layer_met1.png
Drawn at 1 px/um. Cells faint in the background.
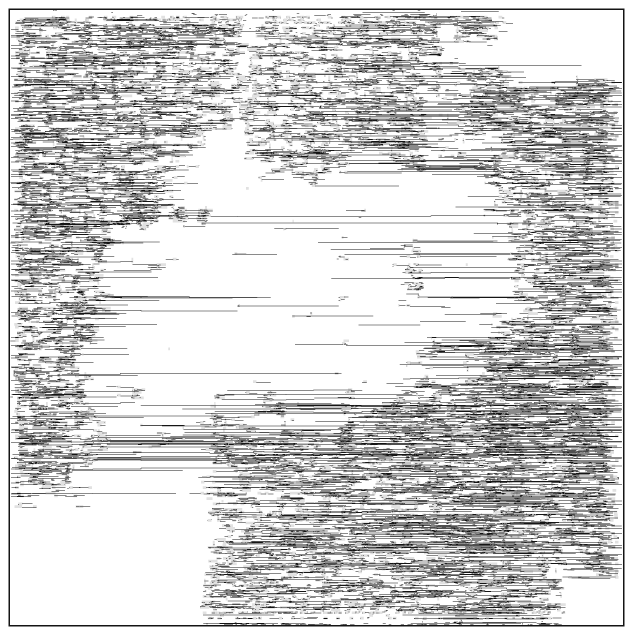
clk_routes.png
Drawn at 1 px/um.
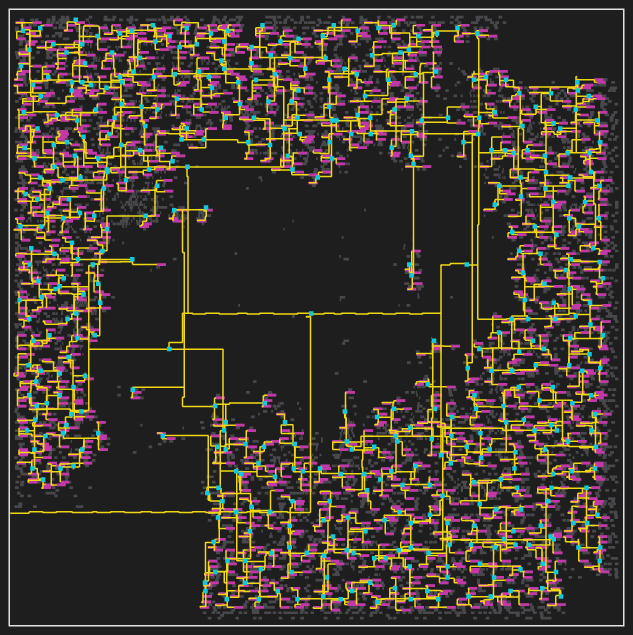
### config.mk
export PLATFORM = sky130hd
export DESIGN_NAME = layer_stream_feeder
export DESIGN_NICKNAME = d
export VERILOG_FILES = /design/src/rtl/layer_stream_feeder.sv
export SDC_FILE = /design/constraint.sdc
export NUM_CORES = 2
export LEC_CHECK = 0
export CAP_MARGIN = 20
export CORE_AREA = 4 4 609 611
export CTS_BUF_LIST = sky130_fd_sc_hd__clkbuf_2
export CTS_CLUSTER_DIAMETER = 80
export DETAILED_ROUTE_END_ITERATION = 8
export DIE_AREA = 0 0 613 615
export GPL_TIMING_DRIVEN = 0
export HOLD_SLACK_MARGIN = 0.02
export PLACE_DENSITY = 0.39
export SYNTH_ARGS = -nofsm -noshare
export SYNTH_HDL_FRONTEND = slang
export SYNTH_SLANG_ARGS = --single-unit
### constraint.sdc
create_clock -name clk -period 103.7 [get_ports clk]
set_clock_uncertainty 0.15 [all_clocks]
set_input_delay 10.37 -clock clk [delete_from_list [all_inputs] [get_ports clk]]
set_output_delay 10.37 -clock clk [all_outputs]
set_load 0.01 [all_outputs]
### src/rtl/layer_stream_feeder.sv
// Streams one activation vector onto the parallel A-bus, waits for the node tree
// to settle, snapshots every node output and streams the snapshot downstream.
module layer_stream_feeder #(
  parameter int N_IN   = 15,
  parameter int N_OUT  = 32,
  parameter int SETTLE = 4
) (
  input  logic                  clk,
  input  logic                  rst,
  input  logic                  in_valid,
  output logic                  in_ready,
  input  logic [31:0]           in_data,
  input  logic                  in_last,
  output logic [N_IN*32-1:0]    a_bus,
  input  logic [N_OUT*32-1:0]   n_bus,
  output logic                  out_valid,
  input  logic                  out_ready,
  output logic [31:0]           out_data,
  output logic                  out_last,
  output logic                  busy,
  output logic                  err_len,
  input  logic                  err_clr
);

  // state     | meaning
  // S_LOAD    | accepting activation words into the A-bus slots
  // S_SETTLE  | A-bus frozen, settle down-counter running
  // S_CAPTURE | one cycle: snapshot all node outputs
  // S_DRAIN   | streaming the snapshot, one word per handshake
  typedef enum logic [1:0] {S_LOAD, S_SETTLE, S_CAPTURE, S_DRAIN} state_t;

  localparam int IW = (N_IN  > 1) ? $clog2(N_IN)  : 1;
  localparam int KW = (N_OUT > 1) ? $clog2(N_OUT) : 1;
  localparam int CW = $clog2(SETTLE + 1);
  localparam logic [IW-1:0] IDX_LAST = IW'(N_IN - 1);
  localparam logic [KW-1:0] K_LAST   = KW'(N_OUT - 1);

  state_t         state_q, state_d;
  logic [IW-1:0]  idx;
  logic [KW-1:0]  k;
  logic [CW-1:0]  cnt;
  logic [31:0]    a_mem [N_IN];
  logic [31:0]    obuf  [N_OUT];
  logic           in_hs, out_hs, vec_end, len_err;

  assign in_ready  = (state_q == S_LOAD);
  assign out_valid = (state_q == S_DRAIN);
  assign busy      = (state_q != S_LOAD);
  assign out_data  = obuf[k];
  assign out_last  = (state_q == S_DRAIN) && (k == K_LAST);

  assign in_hs   = in_valid && in_ready;
  assign out_hs  = out_valid && out_ready;
  assign vec_end = in_hs && (in_last || (idx == IDX_LAST));
  // early in_last and a full vector without in_last are both length errors
  assign len_err = in_hs && (in_last != (idx == IDX_LAST));

  for (genvar i = 0; i < N_IN; i++) begin : g_abus
    assign a_bus[32*i +: 32] = a_mem[i];
  end

  always_ff @(posedge clk or posedge rst) begin
    if (rst) state_q <= S_LOAD;
    else     state_q <= state_d;
  end

  always_comb begin
    state_d = state_q;
    case (state_q)
      S_LOAD:    if (vec_end) state_d = S_SETTLE;
      S_SETTLE:  if (cnt == '0) state_d = S_CAPTURE;
      S_CAPTURE: state_d = S_DRAIN;
      S_DRAIN:   if (out_hs && (k == K_LAST)) state_d = S_LOAD;
      default:   state_d = S_LOAD;
    endcase
  end

  always_ff @(posedge clk or posedge rst) begin
    if (rst) begin
      idx     <= '0;
      k       <= '0;
      cnt     <= '0;
      err_len <= 1'b0;
      for (int i = 0; i < N_IN; i++)  a_mem[i] <= '0;
      for (int j = 0; j < N_OUT; j++) obuf[j]  <= '0;
    end else begin
      if (len_err)      err_len <= 1'b1;
      else if (err_clr) err_len <= 1'b0;

      if (in_hs) begin
        for (int i = 0; i < N_IN; i++) begin
          if (IW'(i) == idx)                  a_mem[i] <= in_data;
          else if (in_last && (IW'(i) > idx)) a_mem[i] <= '0;
        end
        idx <= vec_end ? '0 : idx + 1'b1;
      end

      if (vec_end)
        cnt <= CW'(SETTLE - 1);
      else if ((state_q == S_SETTLE) && (cnt != '0))
        cnt <= cnt - 1'b1;

      if (state_q == S_CAPTURE) begin
        for (int j = 0; j < N_OUT; j++) obuf[j] <= n_bus[32*j +: 32];
        k <= '0;
      end else if (out_hs) begin
        k <= (k == K_LAST) ? '0 : k + 1'b1;
      end
    end
  end

endmodule
==> results.toml <==
# flow metrics
[worst_setup_path]
worstSetupPathType = "reg2out"
critPathBufInv = 5
r2r-start = "state_q[0]"
worstPathCellList = "clkbuf_1, buf_4, buf_4, buf_4, mux2i_1, a22oi_1, nand3_1, nand3_1, clkdlybuf4s50_1"
timing.rr.end = "obuf[510]"
endpoint = "out_data[21]"
slowest_delay_ns = 0.80
cp_common_cell = "buf_4"
crit_slowest_cell = "mux2i_1"
crit_path_start_kind = "flip-flop"
worstSetupEndpointType = "output port"
critPathRequiredTime_ns = 93.18

[route]
drt_first_pass_iters = 5
wl_met1_um = 147500
wl_per_cell_um = 32.55
drtIter0Drc = 3357
drc_errors = 0
wl_met2_um = 203500
viasPerCell = 4.272

[power]
pg_comb_mw = 1.12
power_frac_clock = 0.184
seq_power_mw = 0.986
ir_worst_vdd_uv = 11.18
combPwrFrac = 0.434
power_leader = "combinational cells"
p_leak_nw = 38.15

[finish]
layout.cells.most_common = "clkdlybuf4s50_1"
sh_comb_area = 0.2750
fillers = 38940
stdcell_area_mm2 = 0.09218
most-common-layout-cells = "1,578 x clkdlybuf4s50_1, 1,519 x dfrtp_1, 1,026 x mux2_2"
clk_share = 0.04270
nonClkBufAreaFrac = 0.1999
flop-count = 1519
largest_class = "sequential cells"
logic_area_mm2 = 0.02535
num-multi-input-gates = 3010
n_all_inverters = 46
layout.nets = 8125
clock_buffers = 647
regMostFlops = "obuf"
seqAreaFraction = 0.4124
area_growth_pct = 40.94

[logic_synthesis]
edf_count = 0
async_flop_share = 1.000
simple_gate_area_frac = 0.04720
synthAoiAreaFrac = 0.07708
top_cell = "dfrtp_1"
yosys.area.top_type_share = 0.5812
syn_nets = 6049
synthTopLogicFamily = "multiplexers"
synth_seq_share = 0.5812
yosys_area_mm2 = 0.06540
xor_share = 0.0002678
ys_sh_adder = 0.002487

[final_timing]
fmaxAchievable_mhz = 59.68
min_period_ns = 16.76
max_slew_margin = 0.08641
worst_hold_slack_ns = 0.3274
setup_tns_ns = 0
final_max_slew_viol_count = 0
worst_pin_slew_ns = 1.360
min_period_over_period = 0.1616
hold_viol_final = 0

[min_path]
holdPathEnd = "a_bus[428]"
hold_depth = 2
hold_start = "a_bus[428]"

[clock_tree]
cts_setup_buffers = 0
cts_buffer_depth = 4
cts_tree = "yes"

[floorplan]
ioPinCount = 1579
fp_util = 0.1792

[placement]
dp_slack_ns = 88.12
gp_congestion = 0.8517

[grt]
grt_max_degree = 124
grt_pass1_vias = 55950
grt-ovfl-total = 0
use_met3 = 0.06127

[status]
status = "completed"
-- layer_met1.png (at the start) --
share of all routed wire	37%
longest straight run	296 um
nets with wire on the layer	7,583
main direction	horizontal
routed via count: 52,480
M1 GR Usage: 0.2259
Total Wirelength: 399,800 um

-- clk_routes.png (at the start) --
[cyan] clock drivers | count: 451
[yellow] clock wires | length: 29.5 mm
[magenta] flip-flops | count: 1,519
routed clock nets	452
Clock Latency Late Sink: 1.68 ns
Clk. pwr: 0.476 mW

Power and IR drop assume default switching activity.
